==> run_1/met3.png <==
(4 px per um)
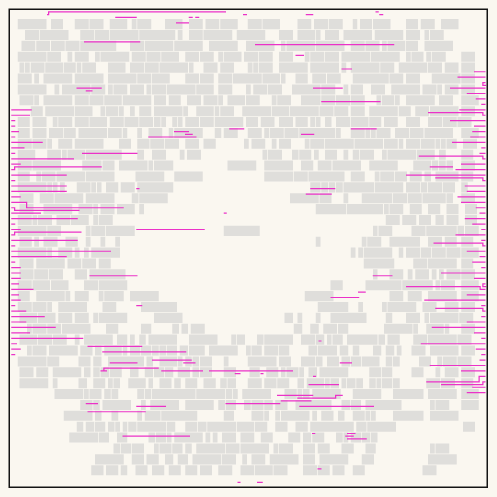
==> run_1/density.png <==
(3 px per um) 12 x 12 tiles, from white (low) to dark blue (high), 0 to 100% covered.
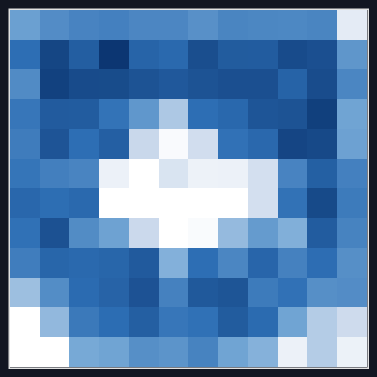
==> run_1/final_clocks.png <==
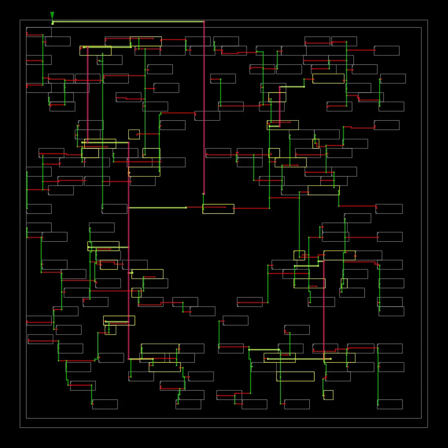
==> run_1/clock_map.png <==
(3 px per um)
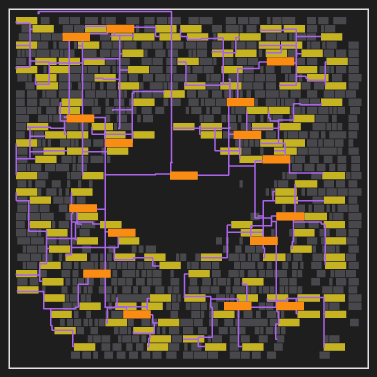
File: config.mk
export PLATFORM = sky130hd
export DESIGN_NAME = pipe_stage_reg_flat
export DESIGN_NICKNAME = d
export VERILOG_FILES = /design/src/rtl/pipe_stage_reg_if.sv /design/src/rtl/pipe_stage_reg.sv /design/src/flat_wrapper.sv
export SDC_FILE = /design/constraint.sdc
export NUM_CORES = 1
export LEC_CHECK = 0
export CAP_MARGIN = 20
export CORE_MARGIN = 1.5
export CORE_UTILIZATION = 40
export DETAILED_ROUTE_END_ITERATION = 12
export GPL_TIMING_DRIVEN = 0
export PLACE_DENSITY = 0.91
export SYNTH_ARGS = -nofsm -noshare
export SYNTH_HDL_FRONTEND = slang
export SYNTH_SLANG_ARGS = --single-unit
File: constraint.sdc
create_clock -name clk -period 2.4 [get_ports clk]
set_input_delay 0.48 -clock clk [delete_from_list [all_inputs] [get_ports clk]]
set_output_delay 0.48 -clock clk [all_outputs]
set_load 0.1 [all_outputs]
File: src/rtl/pipe_stage_reg_if.sv
`default_nettype none
// ============================================================================
// Module   : pipe_stage_reg_if
// Brief    : Instruction bundle carried between pipeline stages: valid bit,
//            register-write control, destination register and packed payload.
// Revision : 1.0 - initial release
// ============================================================================
interface pipe_stage_reg_if #(
  parameter int PAYLOAD_W = 96,
  parameter int REG_AW    = 5
);
  logic                 valid;
  logic                 reg_write;
  logic [REG_AW-1:0]    write_reg;
  logic [PAYLOAD_W-1:0] payload;

  // Producer side of the bundle
  modport master (output valid, reg_write, write_reg, payload);
  // Consumer side of the bundle
  modport slave  (input  valid, reg_write, write_reg, payload);
endinterface
`default_nettype wire

File: src/rtl/pipe_stage_reg.sv
`default_nettype none
// ============================================================================
// Module   : pipe_stage_reg
// Brief    : Parametrised pipeline stage register with stall/flush control,
//            two-operand forwarding match and saturating stall/bubble
//            performance counters.
// Revision : 1.0 - initial release
// ============================================================================
module pipe_stage_reg #(
  parameter int PAYLOAD_W = 96,
  parameter int REG_AW    = 5,
  parameter int CNT_W     = 16
) (
  input  logic                clk,
  input  logic                reset,
  input  logic                stall_i,
  input  logic                flush_i,
  input  logic                clr_cnt_i,
  input  logic [REG_AW-1:0]   src_a_i,
  input  logic [REG_AW-1:0]   src_b_i,
  pipe_stage_reg_if.slave     up_i,
  pipe_stage_reg_if.master    dn_o,
  output logic                fwd_a_o,
  output logic                fwd_b_o,
  output logic [CNT_W-1:0]    stall_cnt_o,
  output logic [CNT_W-1:0]    bubble_cnt_o
);

  localparam logic [CNT_W-1:0]  c_CNT_MAX  = {CNT_W{1'b1}};
  localparam logic [REG_AW-1:0] c_REG_ZERO = {REG_AW{1'b0}};

  logic                 valid_q,      valid_d;
  logic                 reg_write_q,  reg_write_d;
  logic [REG_AW-1:0]    write_reg_q,  write_reg_d;
  logic [PAYLOAD_W-1:0] payload_q,    payload_d;
  logic [CNT_W-1:0]     stall_cnt_q,  stall_cnt_d;
  logic [CNT_W-1:0]     bubble_cnt_q, bubble_cnt_d;

  logic                 stall_event;
  logic                 bubble_event;

  // A stall only counts when no flush overrides it; a bubble is any edge
  // that leaves an invalid entry in the stage.
  assign stall_event  = stall_i & ~flush_i;
  assign bubble_event = flush_i | (~stall_i & ~up_i.valid);

  // Next stage contents: flush beats stall beats normal load.
  always_comb begin
    valid_d     = valid_q;
    reg_write_d = reg_write_q;
    write_reg_d = write_reg_q;
    payload_d   = payload_q;
    if (flush_i) begin
      valid_d     = 1'b0;
      reg_write_d = 1'b0;
      write_reg_d = '0;
      payload_d   = '0;
    end else if (!stall_i) begin
      valid_d     = up_i.valid;
      // A write to $0 or from an invalid slot must never reach the GPR file.
      reg_write_d = up_i.reg_write & up_i.valid & (up_i.write_reg != c_REG_ZERO);
      write_reg_d = up_i.write_reg;
      payload_d   = up_i.payload;
    end
  end

  // Next counter values: clear wins over increment, increments saturate.
  always_comb begin
    stall_cnt_d  = stall_cnt_q;
    bubble_cnt_d = bubble_cnt_q;
    if (clr_cnt_i) begin
      stall_cnt_d  = '0;
      bubble_cnt_d = '0;
    end else begin
      if (stall_event && (stall_cnt_q != c_CNT_MAX)) begin
        stall_cnt_d = stall_cnt_q + 1'b1;
      end
      if (bubble_event && (bubble_cnt_q != c_CNT_MAX)) begin
        bubble_cnt_d = bubble_cnt_q + 1'b1;
      end
    end
  end

  // State register; reset overrides stall, flush and clear alike.
  always_ff @(posedge clk) begin
    if (reset) begin
      valid_q      <= 1'b0;
      reg_write_q  <= 1'b0;
      write_reg_q  <= '0;
      payload_q    <= '0;
      stall_cnt_q  <= '0;
      bubble_cnt_q <= '0;
    end else begin
      valid_q      <= valid_d;
      reg_write_q  <= reg_write_d;
      write_reg_q  <= write_reg_d;
      payload_q    <= payload_d;
      stall_cnt_q  <= stall_cnt_d;
      bubble_cnt_q <= bubble_cnt_d;
    end
  end

  assign dn_o.valid     = valid_q;
  assign dn_o.reg_write = reg_write_q;
  assign dn_o.write_reg = write_reg_q;
  assign dn_o.payload   = payload_q;

  // Source $0 is hard-wired zero and is never forwarded.
  assign fwd_a_o = valid_q & reg_write_q & (write_reg_q == src_a_i) & (src_a_i != c_REG_ZERO);
  assign fwd_b_o = valid_q & reg_write_q & (write_reg_q == src_b_i) & (src_b_i != c_REG_ZERO);

  assign stall_cnt_o  = stall_cnt_q;
  assign bubble_cnt_o = bubble_cnt_q;

endmodule
`default_nettype wire

File: src/flat_wrapper.sv
// flat-port wrapper written by rule: the top's interface ports become plain ports
module pipe_stage_reg_flat 
#(
  parameter int PAYLOAD_W = 96,
  parameter int REG_AW    = 5,
  parameter int CNT_W     = 16
)
  (clk, reset, stall_i, flush_i, clr_cnt_i, src_a_i, src_b_i, fwd_a_o, fwd_b_o, stall_cnt_o, bubble_cnt_o, up_i_valid, up_i_reg_write, up_i_write_reg, up_i_payload, dn_o_valid, dn_o_reg_write, dn_o_write_reg, dn_o_payload);
  pipe_stage_reg_if #(.PAYLOAD_W(PAYLOAD_W), .REG_AW(REG_AW)) up_i_i ();
  pipe_stage_reg_if #(.PAYLOAD_W(PAYLOAD_W), .REG_AW(REG_AW)) dn_o_i ();
  input  logic clk;
  input  logic reset;
  input  logic stall_i;
  input  logic flush_i;
  input  logic clr_cnt_i;
  input  logic [REG_AW-1:0] src_a_i;
  input  logic [REG_AW-1:0] src_b_i;
  output logic fwd_a_o;
  output logic fwd_b_o;
  output logic [CNT_W-1:0] stall_cnt_o;
  output logic [CNT_W-1:0] bubble_cnt_o;
  input wire logic [$bits(up_i_i.valid)-1:0] up_i_valid;
  input wire logic [$bits(up_i_i.reg_write)-1:0] up_i_reg_write;
  input wire logic [$bits(up_i_i.write_reg)-1:0] up_i_write_reg;
  input wire logic [$bits(up_i_i.payload)-1:0] up_i_payload;
  output wire logic [$bits(dn_o_i.valid)-1:0] dn_o_valid;
  output wire logic [$bits(dn_o_i.reg_write)-1:0] dn_o_reg_write;
  output wire logic [$bits(dn_o_i.write_reg)-1:0] dn_o_write_reg;
  output wire logic [$bits(dn_o_i.payload)-1:0] dn_o_payload;
  assign up_i_i.valid = up_i_valid;
  assign up_i_i.reg_write = up_i_reg_write;
  assign up_i_i.write_reg = up_i_write_reg;
  assign up_i_i.payload = up_i_payload;
  assign dn_o_valid = dn_o_i.valid;
  assign dn_o_reg_write = dn_o_i.reg_write;
  assign dn_o_write_reg = dn_o_i.write_reg;
  assign dn_o_payload = dn_o_i.payload;
  pipe_stage_reg #(.PAYLOAD_W(PAYLOAD_W), .REG_AW(REG_AW), .CNT_W(CNT_W)) u_core (.clk(clk), .reset(reset), .stall_i(stall_i), .flush_i(flush_i), .clr_cnt_i(clr_cnt_i), .src_a_i(src_a_i), .src_b_i(src_b_i), .up_i(up_i_i), .dn_o(dn_o_i), .fwd_a_o(fwd_a_o), .fwd_b_o(fwd_b_o), .stall_cnt_o(stall_cnt_o), .bubble_cnt_o(bubble_cnt_o));
endmodule
==> impl_metrics.ini, run 1 <==
; yosys + openroad results
[clock_network]
cts-root-buf = clkbuf_16

[synthesis]
ys.flop_type = dfxtp_1
async_reset_ff_frac = 0
most_common_cell = dfxtp_1
syn-cell-area_um2 = 5400
synth.top_cell.area_share = 0.501
netlist_instances = 550
synthTopLogicFamily = multiplexers
yosysWarnings = 0
top_area_cell = dfxtp_1
synth_flops = 135

[place]
gp_congestion = 0.838
portBuffers = 253
place_area_um2 = 8180
preCtsSetupSlack_ns = -0.689

[critical_path]
cp-start-kind = flip-flop
slowest_stage = clkdlybuf4s50_1
end_kind = output pin
r2r-start = u_core.bubble_cnt_o[9]
crit_type = flip-flop to output pin
crit_start = u_core.dn_o.payload[12]
arrival_ns = 1.89

[floorplanning]
fp-row-count = 42
die-width_um = 119

[drt]
viasPerCell = 5.23
drt-initial-drc-count = 227

[timing]
fmax_ghz = 0.422
timing.final.crit_share = 0.987
worstMarginPinSlew_ns = 1.05
rsz0062_at_grt = false
fin_setup_tns_ns = 0
relSlewSlack = 0.304

[global_route]
overflow = 0
grt_max_degree = 17
first_global_vias = 4994

[final_layout]
inverters_excl_clock = 5
n_clock_buffer = 21
logic_gates = 381
layout.nets = 942
n_all_buffers = 282
seq_share = 0.309
comb_share = 0.293

[run]
maxCapViolations = 0

[run_status]
status = finished clean

[pwr]
p_leak_uw = 0.00447
Notes on met3.png above:
wire length on this layer: 1160 um
share of all routed wire: 6.7%
met3 Use GR: 0.0690
DR vias: 5283
Total Routed Length: 17300 um

Notes on density.png above:
tiles over 75% full: 39%
emptiest ninth of the die: center
fullest tile: 98%
Post-Route Utilization: 0.666
FP Util: 0.409
core area: 13200 um2

Notes on final_clocks.png above:
Num CTS Buffers: 17
CTS Sinks: 135
Flops: 135
clock skew: 0.00722 ns
clk latency late pin: 0.42 ns

Notes on clock_map.png above:
[yellow] flip-flops | count: 135
[orange] cells driving clock nets | count: 17
[purple] clock wires | length: 1650 um
flops lie: widely spread
clock-net power: 2610 uW
clock power share: 0.439

[run 1: metal layers]
metal / wire length, um / part of all wire / track usage
met1: 6800 / 0.39 / 0.272
met2: 8830 / 0.51 / 0.415
met3: 1160 / 0.067 / 0.0690
met4: 493 / 0.029 / 0.106
met5: 0 / 0 / 0
[run 1: final timing paths]
path,slack (ns),depth (start not counted),to
setup / recovery,0.03,1,dn_o_payload[12]
hold / removal,0.48,2,u_core.dn_o.payload[9]
setup reg to reg,0.45,4,u_core.bubble_cnt_o[9]
hold reg to reg,0.48,2,u_core.dn_o.payload[9]
[run 1: power breakdown]
group | switching, uW | internal [uW]
Combinational | 645 | 350
Sequential | 34.5 | 2300
Clock | 974 | 1640
Total | 1650 | 4290
[run 1: timing repair]
item,CTS,global route
endpoints found under the hold margin,0,0
endpoints found under the setup margin,81,44
gates resized,87,46
==> run_1/met1.png <==
(2 px per um) Supply wires on this layer in gray.
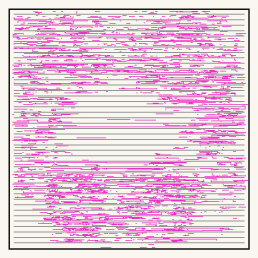

--- run 2 (diff from run 1) ---
CELL_PAD_IN_SITES_DETAIL_PLACEMENT = 2   (was default)
CELL_PAD_IN_SITES_GLOBAL_PLACEMENT = 2   (was default)
CORE_UTILIZATION = 23   (was 40)
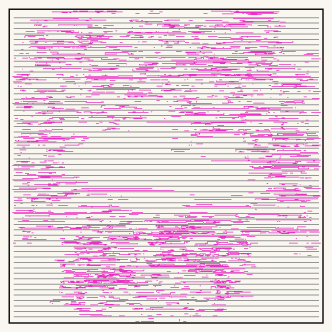
(run_2/met1.png)
(2 px per um) Supply wires on this layer in gray.
longest straight run: 48.8 um
wire length on this layer: 8390 um
nets with wire on the layer: 862
share of all routed wire: 38%
DR vias: 5318
met1 usage: 0.188
Total Routed Length: 22100 um

==> run 2 against run 1 <==
Sequential share of layout area shrank 0.35 points; synthesized cell count is the same; clock skew is 0.0023 ns lower; count of clock-buffer cells in the layout fell by 4; die area rose by 72%; maximum frequency up 0.42%; total power increased by 3.1%; critical path depth is the same; sequential cell count unchanged; register-to-register slack worse by 0.06 ns; core utilization fell by 28 points; highest routed layer unchanged; clock power is 7% higher.
==> impl_metrics.ini, run 2 <==
; yosys + openroad results
[synthesis]
netlist_instances = 550
synthTopLogicFamily = multiplexers
syn-cell-area_um2 = 5400
yosysWarnings = 0
top_area_cell = dfxtp_1

[global_route]
grt_max_degree = 17
met3_usage = 0.0456
first_global_vias = 5901
grtUsageMet2 = 0.341

[drt]
drt-initial-drc-count = 172
drt-met1-wl_um = 8390
dr_wl_met2_um = 12100

[clock_network]
cts_buffers = 17
clk_latency_ns = 0.41
clock_sinks = 135

[pwr]
clkPwrFrac = 0.455
p_leak_uw = 0.00420
pg_clk_uw = 2790
netSwitchingPower_uw = 1820
pwr-share-comb = 0.164

[run_status]
status = finished clean

[final_layout]
seq_share = 0.306
flops = 135
fin_util = 0.389
n_all_buffers = 282

[timing]
timing.final.crit_share = 0.983
relSlewSlack = 0.297
worstMarginPinSlew_ns = 1.06

[place]
portBuffers = 253
gp_congestion = 0.759
preCtsSetupSlack_ns = -0.666

[critical_path]
r2r-start = u_core.bubble_cnt_o[9]
crit_type = flip-flop to output pin
crit_start = u_core.dn_o.payload[26]
cp-start-kind = flip-flop

[floorplanning]
die-width_um = 156
fp-row-count = 55
-- run 2: final timing paths --
check | to | slack (ns) | depth (start not counted)
min reg2reg | u_core.dn_o.payload[87] | 0.49 | 2
max reg2reg | u_core.bubble_cnt_o[0] | 0.39 | 4
min | u_core.dn_o.payload[87] | 0.49 | 2
max | dn_o_payload[26] | 0.04 | 1
-- run 2: kinds of logic (layout without fill, tap and decap cells) --
group | Yosys count | after routing
AOI/OAI and AO/OA | 64 | 64
and+or+nand+nor | 203 | 203
buffers and inverters | 34 | 319
muxes | 104 | 104
xor gates and xnor gates | 8 | 8
other | 0 | 1
adders and majority gates | 2 | 2
DFF | 135 | 135
-- run 2: worst min-delay path, cell delays in order (launching register included) --
cell and delay (ns):
dfxtp_1 0.32, mux2i_1 0.07, nor2_1 0.07
Power and IR drop assume default switching activity.
